Clock nets:
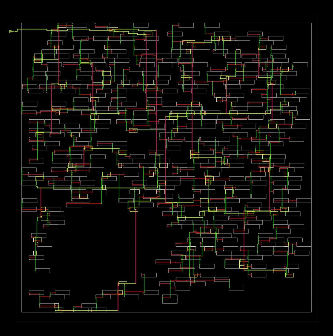
Signal wires by layer:
Two of the layers only.
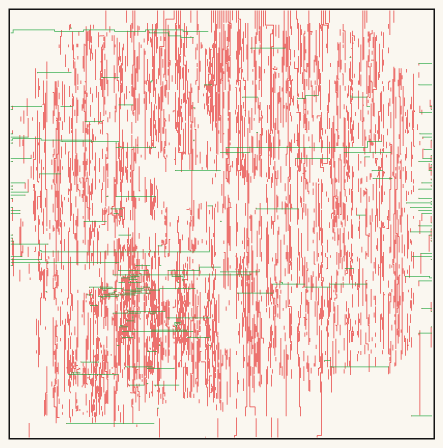
Metal 1:
Supply wires on this layer in gray.
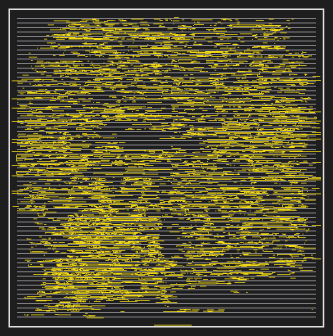
Zoomed window:
Bar = 10 um. Region (79, 80) to (109, 110) um. Cells in gray, sequential cells in the stronger gray; small squares are vias.
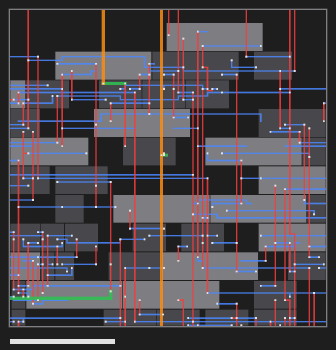
Metal 4:
Supply wires on this layer in gray.
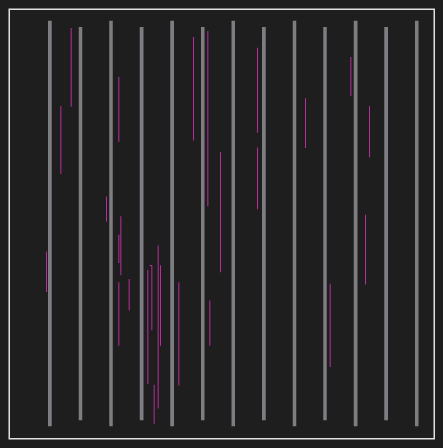
`config.mk`:
```
export PLATFORM = sky130hd
export DESIGN_NAME = pulse_timestamper
export DESIGN_NICKNAME = d
export VERILOG_FILES = /design/src/rtl/pulse_ts_pkg.sv /design/src/rtl/pulse_timestamper_fifo.sv /design/src/rtl/pulse_timestamper.sv
export SDC_FILE = /design/constraint.sdc
export NUM_CORES = 1
export LEC_CHECK = 0
export CORE_AREA = 4 4 184 186
export CTS_BUF_LIST = sky130_fd_sc_hd__clkbuf_4 sky130_fd_sc_hd__clkbuf_8
export DETAILED_ROUTE_END_ITERATION = 10
export DIE_AREA = 0 0 188 190
export PLACE_DENSITY = 0.75
export REMOVE_ABC_BUFFERS = 1
export SLEW_MARGIN = 5
export SYNTH_ARGS = -nofsm -noshare
export SYNTH_HDL_FRONTEND = slang
export SYNTH_SLANG_ARGS = --single-unit
```
`constraint.sdc`:
```
create_clock -name clk -period 7.7 [get_ports clk]
set_clock_uncertainty 0.2 [all_clocks]
set_input_delay 0.77 -clock clk [delete_from_list [all_inputs] [get_ports clk]]
set_output_delay 0.77 -clock clk [all_outputs]
set_load 0.01 [all_outputs]
```
`src/rtl/pulse_ts_pkg.sv`:
```
// Shared types and entry layout for the pulse timestamper.
// An entry is packed as {time, index, period_ok}, with period_ok in the LSB.
package pulse_ts_pkg;

  typedef enum logic [1:0] {
    UNLOCKED = 2'd0,
    ACQUIRE  = 2'd1,
    LOCKED   = 2'd2
  } lock_state_t;

  localparam int unsigned TS_WIDTH_DEF  = 48;
  localparam int unsigned IDX_WIDTH_DEF = 16;

  localparam int unsigned OK_OFS  = 0;
  localparam int unsigned IDX_OFS = 1;

  function automatic int unsigned entry_width(input int unsigned ts_w, input int unsigned idx_w);
    return ts_w + idx_w + 1;
  endfunction

  function automatic int unsigned time_ofs(input int unsigned idx_w);
    return idx_w + 1;
  endfunction

  localparam int unsigned ENTRY_W_DEF = entry_width(TS_WIDTH_DEF, IDX_WIDTH_DEF);

endpackage

```
`src/rtl/pulse_timestamper_fifo.sv`:
```
// Small first-word-fall-through FIFO; head data is visible whenever o_valid is high.
// A push into a full FIFO is accepted when a pop happens in the same cycle.
module ts_fifo #(
  parameter int unsigned WIDTH = 65,
  parameter int unsigned AW    = 2
) (
  input  logic             clk,
  input  logic             rst_n,
  input  logic             i_push,
  input  logic [WIDTH-1:0] i_data,
  input  logic             i_pop,
  output logic             o_valid,
  output logic             o_push_ok,
  output logic [WIDTH-1:0] o_data
);

  localparam int unsigned DEPTH = 1 << AW;

  logic [WIDTH-1:0] r_mem [DEPTH];
  logic [AW-1:0]    r_rd;
  logic [AW-1:0]    r_wr;
  logic [AW:0]      r_count;
  logic             w_full;
  logic             w_pop;

  assign o_valid   = (r_count != '0);
  assign w_full    = (r_count == (AW+1)'(DEPTH));
  assign w_pop     = i_pop & o_valid;
  assign o_push_ok = i_push & (~w_full | w_pop);
  assign o_data    = r_mem[r_rd];

  always_ff @(posedge clk or negedge rst_n) begin
    if (!rst_n) begin
      for (int unsigned i = 0; i < DEPTH; i++) r_mem[i] <= '0;
      r_rd    <= '0;
      r_wr    <= '0;
      r_count <= '0;
    end else begin
      if (o_push_ok) begin
        r_mem[r_wr] <= i_data;
        r_wr        <= r_wr + 1'b1;
      end
      if (w_pop) r_rd <= r_rd + 1'b1;
      case ({o_push_ok, w_pop})
        2'b10:   r_count <= r_count + 1'b1;
        2'b01:   r_count <= r_count - 1'b1;
        default: r_count <= r_count;
      endcase
    end
  end

endmodule

```
`src/rtl/pulse_timestamper.sv`:
```
// Tags each start pulse with time and sequence index, buffers entries in a FWFT FIFO,
// and tracks lock status from the measured inter-pulse period.
module pulse_timestamper
  import pulse_ts_pkg::*;
#(
  parameter int unsigned TS_WIDTH   = 48,
  parameter int unsigned IDX_WIDTH  = 16,
  parameter int unsigned PER_WIDTH  = 32,
  parameter int unsigned FIFO_AW    = 2,
  parameter int unsigned PERIOD_NOM = 200_000_000,
  parameter int unsigned PERIOD_TOL = 1000
) (
  input  logic                 clk,
  input  logic                 rst_n,
  input  logic                 start_pulse,
  input  logic                 ovf_clear,
  output logic                 ts_valid,
  input  logic                 ts_ready,
  output logic [TS_WIDTH-1:0]  ts_time,
  output logic [IDX_WIDTH-1:0] ts_index,
  output logic                 ts_period_ok,
  output logic                 overflow,
  output logic                 locked,
  output logic [TS_WIDTH-1:0]  time_now
);

  localparam int unsigned ENTRY_W  = entry_width(TS_WIDTH, IDX_WIDTH);
  localparam int unsigned TIME_OFS = time_ofs(IDX_WIDTH);
  localparam longint unsigned PER_LIMIT = longint'(PERIOD_NOM) + longint'(PERIOD_TOL);

  if ((PER_LIMIT >> PER_WIDTH) != 0) begin : g_bad_period
    $error("PERIOD_NOM + PERIOD_TOL does not fit in PER_WIDTH bits");
  end

  localparam logic [PER_WIDTH-1:0] NOM = PER_WIDTH'(PERIOD_NOM);
  localparam logic [PER_WIDTH-1:0] TOL = PER_WIDTH'(PERIOD_TOL);
  localparam logic [PER_WIDTH-1:0] HI  = PER_WIDTH'(PER_LIMIT);

  logic [TS_WIDTH-1:0]  r_time;
  logic [PER_WIDTH-1:0] r_period;
  logic [IDX_WIDTH-1:0] r_index;
  logic                 r_first_seen;
  logic                 r_ovf;
  logic                 r_locked;
  lock_state_t          r_state;

  logic [PER_WIDTH-1:0] w_diff;
  logic                 w_ok;
  logic                 w_pop;
  logic                 w_push_ok;
  logic                 w_drop;
  logic [ENTRY_W-1:0]   w_entry;
  logic [ENTRY_W-1:0]   w_head;

  assign w_diff = (r_period >= NOM) ? (r_period - NOM) : (NOM - r_period);
  assign w_ok   = r_first_seen & (w_diff <= TOL);
  assign w_pop  = ts_valid & ts_ready;
  assign w_drop = start_pulse & ~w_push_ok;

  always_comb begin
    w_entry                           = '0;
    w_entry[OK_OFS]                   = w_ok;
    w_entry[IDX_OFS +: IDX_WIDTH]     = r_index;
    w_entry[TIME_OFS +: TS_WIDTH]     = r_time;
  end

  ts_fifo #(
    .WIDTH (ENTRY_W),
    .AW    (FIFO_AW)
  ) u_fifo (
    .clk       (clk),
    .rst_n     (rst_n),
    .i_push    (start_pulse),
    .i_data    (w_entry),
    .i_pop     (w_pop),
    .o_valid   (ts_valid),
    .o_push_ok (w_push_ok),
    .o_data    (w_head)
  );

  assign ts_time      = w_head[TIME_OFS +: TS_WIDTH];
  assign ts_index     = w_head[IDX_OFS +: IDX_WIDTH];
  assign ts_period_ok = w_head[OK_OFS];
  assign overflow     = r_ovf;
  assign locked       = r_locked;
  assign time_now     = r_time;

  // Index advances on every pulse, so dropped entries show up as index gaps.
  always_ff @(posedge clk or negedge rst_n) begin
    if (!rst_n) begin
      r_time       <= '0;
      r_period     <= '0;
      r_index      <= '0;
      r_first_seen <= 1'b0;
      r_ovf        <= 1'b0;
    end else begin
      r_time <= r_time + 1'b1;
      if (start_pulse) begin
        r_period     <= PER_WIDTH'(1);
        r_index      <= r_index + 1'b1;
        r_first_seen <= 1'b1;
      end else if (r_period != '1) begin
        r_period <= r_period + 1'b1;
      end
      if (w_drop)         r_ovf <= 1'b1;
      else if (ovf_clear) r_ovf <= 1'b0;
    end
  end

  // A pulse takes priority over the missing-pulse timeout in the same cycle.
  always_ff @(posedge clk or negedge rst_n) begin
    if (!rst_n) begin
      r_state  <= UNLOCKED;
      r_locked <= 1'b0;
    end else if (start_pulse) begin
      case (r_state)
        UNLOCKED: if (w_ok) r_state <= ACQUIRE;
        ACQUIRE: begin
          if (w_ok) begin
            r_state  <= LOCKED;
            r_locked <= 1'b1;
          end else begin
            r_state <= UNLOCKED;
          end
        end
        LOCKED: begin
          if (!w_ok) begin
            r_state  <= UNLOCKED;
            r_locked <= 1'b0;
          end
        end
        default: begin
          r_state  <= UNLOCKED;
          r_locked <= 1'b0;
        end
      endcase
    end else if (r_state != UNLOCKED && r_period > HI) begin
      r_state  <= UNLOCKED;
      r_locked <= 1'b0;
    end
  end

endmodule

```
==> results.py <==
# Physical implementation metrics
metrics = {
    "timing": {
        "fin_crit_sh": 0.640,
        "relSlewSlack": 0.203,
        "max_freq_mhz": 203,
        "worstMarginPinSlew_ns": 1.19,
        "finalSetupTns_ns": 0,
        "finalSetupViolations": 0,
    },
    "setup_path": {
        "path_max_fanout": 15,
        "crit_chain": "or3_1 -> nor3_1 -> o21ai_0 -> nor3_2 -> a22oi_1 -> a2111oi_0 -> o2111ai_1 -> nor4_4 -> nand2_2 -> o31ai_2",
        "end_kind": "register",
        "cp-startpoint": "r_period[30]",
        "cp-start-kind": "register",
        "r2r_slack_ns": 2.77,
    },
    "floorplanning": {
        "io_pins": 121,
        "die_w_um": 188,
    },
    "synthesis": {
        "top_cell_area_share": 0.526,
        "ys.flop_type": "dfrtp_1",
        "avgSynthCellArea_um2": 12.9,
        "yosysUniqueCellTypes": 69,
    },
    "place": {
        "routabilityCongestion": 0.965,
        "place_hpwl_mm": 23.1,
    },
    "route": {
        "drc_errors": 0,
        "via_per_inst": 5.75,
    },
    "power": {
        "p_int_uw": 3610,
        "seqPwrFrac": 0.464,
        "combPwrFrac": 0.207,
    },
    "status": {
        "outcome": "completed",
    },
    "clock_network": {
        "clk_latency_ns": 0.60,
        "ctsLongestPathBuffers": 3,
        "cts_setup_buffers": 0,
        "clkTransAtPathRegs_ns": 0.06,
    },
    "run": {
        "tool_warnings": 37,
        "cap_violations": 0,
    },
    "layout": {
        "fin_cells": 1927,
        "syn_to_final_growth_pct": 15.0,
        "drive_gt1_frac": 0.297,
    },
    "grt": {
        "grt_max_degree": 186,
    },
}
Notes on 'clock nets' above:
clk sinks: 368
flip-flops: 368
# clk buffers: 95
clk pwr: 1670 uW

Notes on 'signal wires by layer' above:
- M3: green (wire length 1500 um)
- M2: red (wire length 17800 um)
total global-route track usage: 0.210
via count: 11073
Routed WL: 37.7 mm
WL per Instance: 19.5 um

Notes on 'metal 1' above:
- nets with wire on the layer: 1360
- wire length on this layer: 17500 um
- longest straight run: 48.3 um
grt met1 use: 0.304

Notes on 'zoomed window' above:
- M1: blue
- M4: orange
- M3: green
- M2: red
- netlist names of flops here include: u_fifo.r_mem (10)
- cells with their middle in the window: 40
- sequential cells in the window: 12
- most frequent: dfrtp_1 (12), mux2_2 (10), clkbuf_8 (4)

Notes on 'metal 4' above:
- share of all routed wire: 2.2%
- nets with wire on the layer: 15
- longest straight run: 77.5 um

==> final cells by class <==
cell class                 instances  area, um^2
timing repair buffer             124        1240
multi-input combinational        872        7870
tap                              442         553
inverter                          21        78.8
clock inverter                     5        40.0
clock buffer                      95        1140
sequential                       368        9220
fill                            2510       12100
==> power groups by stage <==
stage	registers, uW	logic [uW]	clock network, uW
floorplan	2330	705	0
global placement	2380	1050	0
detailed placement	2390	1070	0
CTS	2360	1080	1720
global route	2390	1130	1800
finish	2360	1050	1670
==> per-stage QoR <==
step / utilization / hold WS (ns) / total power, uW / setup slack (ns) / instance area, um^2
after detailed placement: 0.587 / 0.272 / 3460 / 3.10 / 19000
after global routing: 0.624 / 0.0892 / 5320 / 2.68 / 20100
after CTS: 0.624 / 0.0515 / 5160 / 3.07 / 20100
final: 0.624 / 0.0387 / 5070 / 2.77 / 20100
after floorplan: - / 0.245 / 3030 / 3.41 / 17100
after global placement: 0.587 / 0.257 / 3430 / 3.30 / 19000
==> worst register-to-register path, cell delays in order, from the launching register on <==
cell	delay [ns]
dfrtp_1	0.46
or3_1	0.45
nor3_1	0.24
o21ai_0	0.29
nor3_2	0.97
a22oi_1	0.24
a2111oi_0	0.86
o2111ai_1	0.31
nor4_4	0.49
nand2_2	0.11
o31ai_2	0.19
==> worst max-delay path by stage <==
stage | slack (ns) | depth (start not counted) | end
CTS | 3.07 | 10 | r_state[0]
floorplan | 3.41 | 1 | ts_index[0]
global route | 2.68 | 10 | r_state[0]
global placement | 3.30 | 10 | r_state[0]
detailed placement | 3.10 | 10 | r_state[0]
finish | 2.77 | 10 | r_state[0]
==> cell families (layout without fill, tap and decap cells) <==
family / after synthesis / count (layout) / share of synthesized area
AND/OR/NAND/NOR: 321 / 321 / 0.0960
flip-flops: 368 / 368 / 0.526
buffers and inverters: 118 / 245 / 0.0267
XOR/XNOR: 111 / 111 / 0.0555
adder cells (fa/ha/maj): 14 / 14 / 0.0104
AND-OR/OR-AND: 107 / 107 / 0.0389
multiplexers: 319 / 319 / 0.247
==> layer usage <==
| layer | global-route usage | part of all wire | vias up |
|---|---|---|---|
| li1 | - | - | 5063 |
| met1 | 0.304 | 0.47 | 5700 |
| met2 | 0.333 | 0.47 | 247 |
| met3 | 0.0350 | 0.040 | 63 |
| met4 | 0.0559 | 0.022 | 0 |
| met5 | 0 | 0 | - |
==> layout by cell type, fill, tap and decap left out, types with 4 or more instances in the layout <==
master	instances
nand3_1	45
nand2_1	79
and4_1	10
and2_1	4
ha_1	13
mux4_2	65
o31ai_1	5
nand4b_1	4
clkbuf_4	26
o21ai_0	34
or2_2	4
nor4_1	5
nor2b_1	6
clkdlybuf4s50_1	118
nor4b_1	4
and3_1	23
nor3_1	17
nand2_4	4
xnor2_1	72
clkbuf_8	69
or3_1	6
mux2_1	4
inv_1	21
or4_1	4
xor2_1	39
nor2_1	69
o21a_1	5
a31oi_1	8
dfrtp_1	366
mux2_2	247
nand4_1	18
a21oi_1	23
==> sequential cells by signal, indices dropped and copies added, names as in the netlist <==
register,flops
u_fifo.r_count,3
overflow,1
time_now,48
locked,1
r_index,16
u_fifo.r_wr,2
u_fifo.r_mem,260
r_first_seen,1
r_period,32
u_fifo.r_rd,2
r_state,2
Power is estimated from default activity; no workload was simulated.
